File: src/rtl/cla_pipe_adder_pkg.sv
// Shared definitions for the pipelined carry-lookahead adder.
//   GROUP_W    : width of one lookahead group (bits)
//   MAX_GROUPS : largest supported number of groups
//   group_gp_t : per-group local sum with group generate/propagate
package cla_pipe_adder_pkg;

  localparam int GROUP_W    = 4;
  localparam int MAX_GROUPS = 8;

  typedef struct packed {
    logic [GROUP_W-1:0] s0;  // local sum assuming carry-in 0
    logic               g;   // group generate
    logic               p;   // group propagate
  } group_gp_t;

endpackage

File: src/rtl/cla_pipe_adder_if.sv
// Operand/result handshake bundle for cla_pipe_adder.
//   in_valid/in_ready   : operand beat handshake (a, b, cin)
//   out_valid/out_ready : result handshake (sum, cout, ovf)
//   master : operand source / result sink side
//   slave  : adder side
interface cla_pipe_adder_if #(
  parameter int GROUPS = 4
) ();

  localparam int W = 4 * GROUPS;

  logic         in_valid;
  logic         in_ready;
  logic [W-1:0] a;
  logic [W-1:0] b;
  logic         cin;
  logic         out_valid;
  logic         out_ready;
  logic [W-1:0] sum;
  logic         cout;
  logic         ovf;

  modport master (
    output in_valid, a, b, cin, out_ready,
    input  in_ready, out_valid, sum, cout, ovf
  );

  modport slave (
    input  in_valid, a, b, cin, out_ready,
    output in_ready, out_valid, sum, cout, ovf
  );

endinterface

File: src/rtl/cla_group4.sv
// 4-bit carry-lookahead group adder with carry-in tied to 0.
//   a, b : 4-bit operands
//   gp   : local sum s0, group generate g, group propagate p
// Propagate is the XOR form, so s0 = p ^ c and P = &p also serves the
// second-level lookahead.
module cla_group4
  import cla_pipe_adder_pkg::*;
(
  input  logic [GROUP_W-1:0] a,
  input  logic [GROUP_W-1:0] b,
  output group_gp_t          gp
);

  logic [GROUP_W-1:0] g;
  logic [GROUP_W-1:0] p;
  logic [GROUP_W-1:0] c;

  assign g = a & b;
  assign p = a ^ b;

  assign c[0] = 1'b0;
  assign c[1] = g[0];
  assign c[2] = g[1] | (p[1] & g[0]);
  assign c[3] = g[2] | (p[2] & g[1]) | (p[2] & p[1] & g[0]);

  assign gp.s0 = p ^ c;
  assign gp.g  = g[3] | (p[3] & g[2]) | (p[3] & p[2] & g[1])
               | (p[3] & p[2] & p[1] & g[0]);
  assign gp.p  = &p;

endmodule

File: src/rtl/cla_group_lookahead.sv
// Second-level carry lookahead across group generate/propagate signals.
//   g, p : per-group generate / propagate
//   cin  : carry into group 0
//   c    : carry into each group, c[GROUPS] is the final carry out
module cla_group_lookahead #(
  parameter int GROUPS = 4
) (
  input  logic [GROUPS-1:0] g,
  input  logic [GROUPS-1:0] p,
  input  logic              cin,
  output logic [GROUPS:0]   c
);

  logic carry;

  // A scalar running carry keeps the chain free of self-referencing
  // vector bits.
  always_comb begin
    c     = '0;
    carry = cin;
    c[0]  = carry;
    for (int k = 0; k < GROUPS; k++) begin
      carry    = g[k] | (p[k] & carry);
      c[k + 1] = carry;
    end
  end

endmodule

File: src/rtl/cla_pipe_adder.sv
// Two-stage pipelined adder: sum = a + b + cin (mod 2^W), W = 4*GROUPS.
//   clk   : clock, rising edge
//   rst_n : asynchronous active-low reset, clears valids and data
//   bus   : slave side of cla_pipe_adder_if (operands in, results out)
// Stage 1 registers each group's local sum and G/P; stage 2 resolves the
// group carries and corrects the local sums. Outputs come straight from
// the stage-2 register. in_ready depends combinationally on out_ready.
module cla_pipe_adder
  import cla_pipe_adder_pkg::*;
#(
  parameter int GROUPS = 4
) (
  input logic              clk,
  input logic              rst_n,
  cla_pipe_adder_if.slave  bus
);

  localparam int W = GROUP_W * GROUPS;

  group_gp_t [GROUPS-1:0] gp_d;
  group_gp_t [GROUPS-1:0] s1_gp;
  logic                   s1_valid;
  logic                   s1_cin;
  logic                   s1_amsb;
  logic                   s1_bmsb;

  logic                   s2_valid;
  logic [W-1:0]           s2_sum;
  logic                   s2_cout;
  logic                   s2_ovf;

  logic                   s2_adv;
  logic                   accept;
  logic [GROUPS-1:0]      grp_g;
  logic [GROUPS-1:0]      grp_p;
  logic [GROUPS:0]        grp_c;
  logic [W-1:0]           r;
  logic                   r_ovf;

  for (genvar k = 0; k < GROUPS; k++) begin : g_grp
    cla_group4 u_grp (
      .a  (bus.a[k*GROUP_W +: GROUP_W]),
      .b  (bus.b[k*GROUP_W +: GROUP_W]),
      .gp (gp_d[k])
    );
  end

  assign s2_adv       = s1_valid && (!s2_valid || bus.out_ready);
  assign bus.in_ready = !s1_valid || s2_adv;
  assign accept       = bus.in_valid && bus.in_ready;

  always_ff @(posedge clk or negedge rst_n) begin
    if (!rst_n) begin
      s1_valid <= 1'b0;
      s1_gp    <= '0;
      s1_cin   <= 1'b0;
      s1_amsb  <= 1'b0;
      s1_bmsb  <= 1'b0;
    end else begin
      s1_valid <= accept || (s1_valid && !s2_adv);
      if (accept) begin
        s1_gp   <= gp_d;
        s1_cin  <= bus.cin;
        s1_amsb <= bus.a[W-1];
        s1_bmsb <= bus.b[W-1];
      end
    end
  end

  always_comb begin
    grp_g = '0;
    grp_p = '0;
    for (int k = 0; k < GROUPS; k++) begin
      grp_g[k] = s1_gp[k].g;
      grp_p[k] = s1_gp[k].p;
    end
  end

  cla_group_lookahead #(.GROUPS(GROUPS)) u_look (
    .g   (grp_g),
    .p   (grp_p),
    .cin (s1_cin),
    .c   (grp_c)
  );

  // Each local sum was formed with carry-in 0; adding the resolved group
  // carry (mod 16) gives the true group result.
  always_comb begin
    r = '0;
    for (int k = 0; k < GROUPS; k++) begin
      r[k*GROUP_W +: GROUP_W] = s1_gp[k].s0 + {{(GROUP_W-1){1'b0}}, grp_c[k]};
    end
    r_ovf = (s1_amsb == s1_bmsb) && (r[W-1] != s1_amsb);
  end

  always_ff @(posedge clk or negedge rst_n) begin
    if (!rst_n) begin
      s2_valid <= 1'b0;
      s2_sum   <= '0;
      s2_cout  <= 1'b0;
      s2_ovf   <= 1'b0;
    end else begin
      s2_valid <= s2_adv || (s2_valid && !bus.out_ready);
      if (s2_adv) begin
        s2_sum  <= r;
        s2_cout <= grp_c[GROUPS];
        s2_ovf  <= r_ovf;
      end
    end
  end

  assign bus.out_valid = s2_valid;
  assign bus.sum       = s2_sum;
  assign bus.cout      = s2_cout;
  assign bus.ovf       = s2_ovf;

endmodule

File: src/flat_wrapper.sv
// flat-port wrapper written by rule: the top's interface ports become plain ports
module cla_pipe_adder_flat import cla_pipe_adder_pkg::*;
#(
  parameter int GROUPS = 4
)
  (clk, rst_n, bus_in_valid, bus_a, bus_b, bus_cin, bus_out_ready, bus_in_ready, bus_out_valid, bus_sum, bus_cout, bus_ovf);
  cla_pipe_adder_if #(.GROUPS(GROUPS)) bus_i ();
  input logic clk;
  input logic rst_n;
  input wire logic [$bits(bus_i.in_valid)-1:0] bus_in_valid;
  input wire logic [$bits(bus_i.a)-1:0] bus_a;
  input wire logic [$bits(bus_i.b)-1:0] bus_b;
  input wire logic [$bits(bus_i.cin)-1:0] bus_cin;
  input wire logic [$bits(bus_i.out_ready)-1:0] bus_out_ready;
  output wire logic [$bits(bus_i.in_ready)-1:0] bus_in_ready;
  output wire logic [$bits(bus_i.out_valid)-1:0] bus_out_valid;
  output wire logic [$bits(bus_i.sum)-1:0] bus_sum;
  output wire logic [$bits(bus_i.cout)-1:0] bus_cout;
  output wire logic [$bits(bus_i.ovf)-1:0] bus_ovf;
  assign bus_i.in_valid = bus_in_valid;
  assign bus_i.a = bus_a;
  assign bus_i.b = bus_b;
  assign bus_i.cin = bus_cin;
  assign bus_i.out_ready = bus_out_ready;
  assign bus_in_ready = bus_i.in_ready;
  assign bus_out_valid = bus_i.out_valid;
  assign bus_sum = bus_i.sum;
  assign bus_cout = bus_i.cout;
  assign bus_ovf = bus_i.ovf;
  cla_pipe_adder #(.GROUPS(GROUPS)) u_core (.clk(clk), .rst_n(rst_n), .bus(bus_i));
endmodule
File: config.mk
export PLATFORM = sky130hd
export DESIGN_NAME = cla_pipe_adder_flat
export DESIGN_NICKNAME = d
export VERILOG_FILES = /design/src/rtl/cla_pipe_adder_pkg.sv /design/src/rtl/cla_pipe_adder_if.sv /design/src/rtl/cla_group4.sv /design/src/rtl/cla_group_lookahead.sv /design/src/rtl/cla_pipe_adder.sv /design/src/flat_wrapper.sv
export SDC_FILE = /design/constraint.sdc
export NUM_CORES = 1
export LEC_CHECK = 0
export CAP_MARGIN = 30
export CORE_ASPECT_RATIO = 1.1
export CORE_MARGIN = 2
export CORE_UTILIZATION = 50
export DETAILED_ROUTE_END_ITERATION = 8
export HOLD_SLACK_MARGIN = 0.08
export MAX_ROUTING_LAYER = met4
export PLACE_DENSITY = 0.79
export RECOVER_POWER = 25
export SYNTH_ARGS = -nofsm -noshare
export SYNTH_HDL_FRONTEND = slang
export SYNTH_HIERARCHICAL = 1
export SYNTH_SLANG_ARGS = --single-unit
File: constraint.sdc
create_clock -name clk -period 2.3 [get_ports clk]
set_input_delay 0.69 -clock clk [delete_from_list [all_inputs] [get_ports clk]]
set_output_delay 0.69 -clock clk [all_outputs]
set_load 0.02 [all_outputs]
==> results.rst <==
Run summary
-----------

.. list-table::
   :header-rows: 1

   * - Metric
     - Value
   * - Critical register-to-register path endpoint
     - u_core/bus.ovf
   * - Most numerous logic cells after layout
     - clkdlybuf4s50_1, dfrtp_1, mux2_2
   * - Slowest cell on the critical path
     - clkdlybuf4s50_1
   * - Post-DR wirelength/cell
     - 12.9 um
   * - Met3 wire length
     - 133 um
   * - Cell count listed in synth_stat.txt
     - 204
   * - Multi-input gates
     - 135
   * - RSZ-0062 raised after global routing
     - no
   * - Arrival time at the worst endpoint
     - 1.47 ns
   * - Area figure in the yosys stat output
     - 0.00261 mm^2
   * - FFs & Latches
     - 47
   * - Relative contribution of combinational cells to total power
     - 0.373
   * - CTS Buf Count
     - 5
   * - Post-Place Worst Slack
     - -0.270 ns
   * - Post-CTS Repair Setup Buffers
     - 0
   * - DR DRC count
     - 0
   * - Aggregate global-route resource usage
     - 0.170
   * - Number of standard cells in the layout, taps in and fillers out
     - 327
   * - Global-route track usage on met1
     - 0.194
   * - Sum Neg Setup Slack
     - 0 ns
   * - CP max stage delay
     - 0.40 ns
   * - Worst reg2reg setup slack
     - 0.31 ns
   * - Logic share of the area
     - 0.389
   * - PD cells
     - 857 mW/mm^2
   * - Clock tree from TritonCTS
     - done
   * - Sum of routed wire segments on met1
     - 1770 um
   * - Count of final max-slew check failures
     - 0
   * - Most frequent logic cell in the layout
     - clkdlybuf4s50_1
   * - Top cell family by delay on the critical path
     - buffers and inverters
   * - Sequential cell area
     - 0.00118 mm^2
   * - Yosys top cell by area
     - dfrtp_1
   * - Achievable clock frequency
     - 464 MHz
   * - CTS-repair resized insts
     - 2
   * - Required time at the endpoint of the critical path
     - 1.61 ns
   * - Log Warnings
     - 26
   * - Buffer count excluding the clock tree in the final layout
     - 64
   * - Power dissipated in combinational cells
     - 1.07 mW
   * - I/O pins
     - 57
   * - Power dissipated by switching net loads
     - 881 uW
   * - Met2 wire length
     - 2270 um
   * - Die outline area
     - 0.00581 mm^2
   * - Net total in the final layout
     - 334
   * - Die H
     - 79.8 um
   * - Portion of the post-synthesis area used by sequential elements
     - 0.451
   * - Number of input and output port buffers inserted
     - 56
   * - Number of warnings printed during yosys synthesis
     - 6
   * - Slew headroom
     - 0.281
   * - Transition time at the pin with the least slew margin
     - 1.08 ns
   * - Ordered list of cells on the worst path
     - clkdlybuf4s50_1 > nand3b_2 > clkbuf_2
   * - GPL Wtd Cong
     - 0.735
   * - Number of max-capacitance violations reported
     - 0
   * - Power in the clock group
     - 583 uW
   * - Clock Pin Slew Worst Setup and Hold Paths
     - 0.09 ns
   * - Detailed placer's ending HPWL
     - 3430 um
   * - Dominant cell area share
     - 0.451
   * - Global routing usage on met2
     - 0.300
   * - Crit. path cell count
     - 3
   * - IR Drop Worst-Case VDD
     - 0.000493 V
   * - Tcrit/Tclk final
     - 0.937
   * - Floorplan core density
     - 0.519
   * - Share of layout cells above drive strength 1
     - 0.219
   * - Non-clock buffer share of cell area
     - 0.187
   * - Number of standard-cell rows in the floorplan
     - 27
   * - Die Width
     - 72.9 um
   * - Top power group
     - sequential cells
   * - Worst skew pair latency
     - 0.30 ns
   * - Result of the run
     - finished clean
   * - Final setup skew
     - 0.00961 ns
   * - Via count of the first global-routing pass
     - 1722
   * - Critical setup path kind
     - in -> out
   * - Clk pwr share
     - 0.203
   * - FF-to-FF path depth
     - 8
   * - Total iterations of the first detailed-routing run
     - 4
   * - Number of clock-tree buffers in the layout
     - 5
   * - Synthesized flop and latch total
     - 47
cell families (layout without fill, tap and decap cells):
family	count (synthesis)	in the layout	share of synthesized area
AND-OR/OR-AND	23	23	0.0575
XOR/XNOR	16	16	0.0537
adder cells (fa/ha/maj)	28	28	0.146
buffers and inverters	22	87	0.0503
flip-flops	47	47	0.451
multiplexers	36	36	0.170
AND/OR/NAND/NOR	32	32	0.0724
sequential cells by signal, summed over array words and instances, names as in the netlist:
signal,flops
u_core/s1_gp,16
u_core/s1_cin,1
u_core/s1_bmsb,1
u_core/bus.out_valid,1
u_core/s1_valid,1
u_core/bus.ovf,1
u_core/grp_g,4
u_core/grp_p,4
u_core/s1_amsb,1
u_core/bus.cout,1
u_core/bus.sum,16
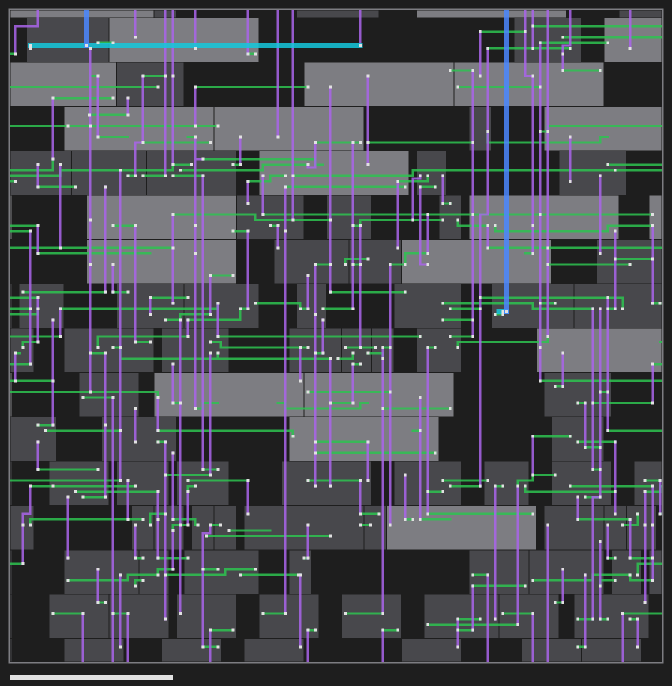
(images/detail.png)
Bar = 10 um. Window x 16 to 56, y 4 to 44 um. Cells in gray, sequential cells in the stronger gray; small squares are vias.
metal 2: in purple. metal 4: in blue. metal 3: in cyan. metal 1: in green.
89 logic cells have their middle in the window. Sequential cells in the window: 17. Netlist names of flops here include u_core/s1_gp (8), u_core/bus.sum (6). Most frequent: dfrtp_1 (17), clkdlybuf4s50_1 (15), mux2_2 (11).

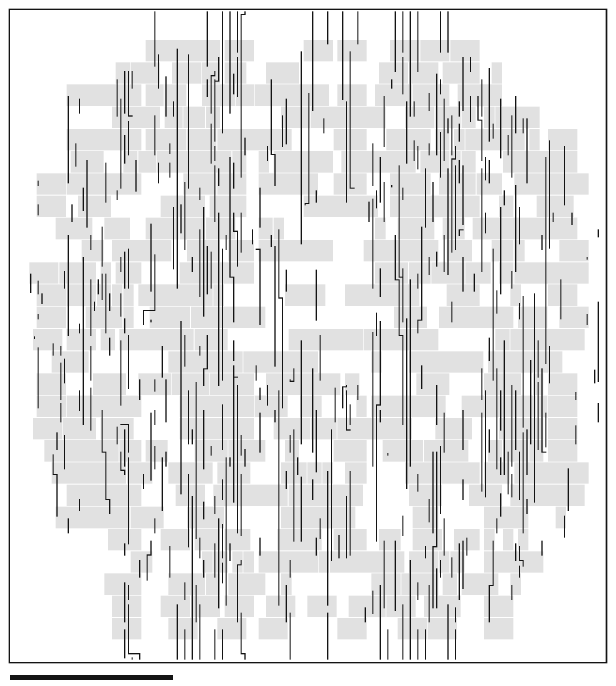
(images/layer_met2.png)
Bar = 20 um. Cells faint in the background.
The layer holds 54% of the routed length. The longest straight run is 29.2 um. The layer carries 2270 um of wire. 305 nets have wire on it. The wires run mostly vertical.

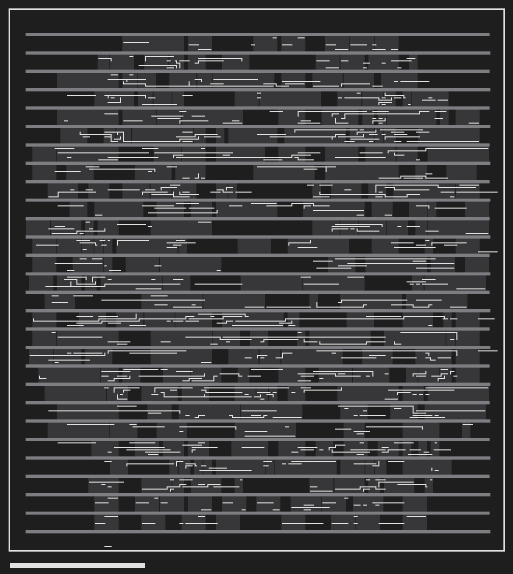
(images/layer_met1.png)
Bar = 20 um. Supply wires on this layer in gray. Cells faint in the background.
The wires run mostly horizontal. The layer holds 42% of the routed length. 300 nets have wire on it. The longest straight run is 23.9 um. The layer carries 1770 um of wire.
routed vias: 1703
total wirelength of the detailed-routed design: 4230 um

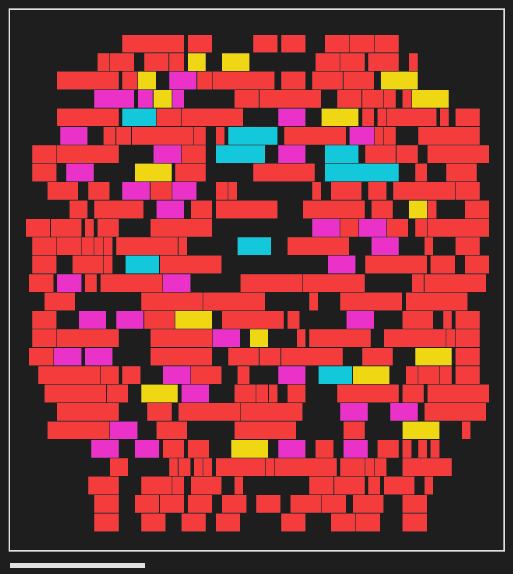
(images/sizes.png)
Bar = 20 um.
_6 and larger: in cyan, cells 8, most used clkbuf_8. _0 and _1 cells: in red, cells 210, most used clkdlybuf4s50_1. _2 cells: in magenta, cells 35, most used mux2_2. _3 and _4 cells: in yellow, cells 16, most used mux2_4.

Power is estimated from default activity; no workload was simulated.
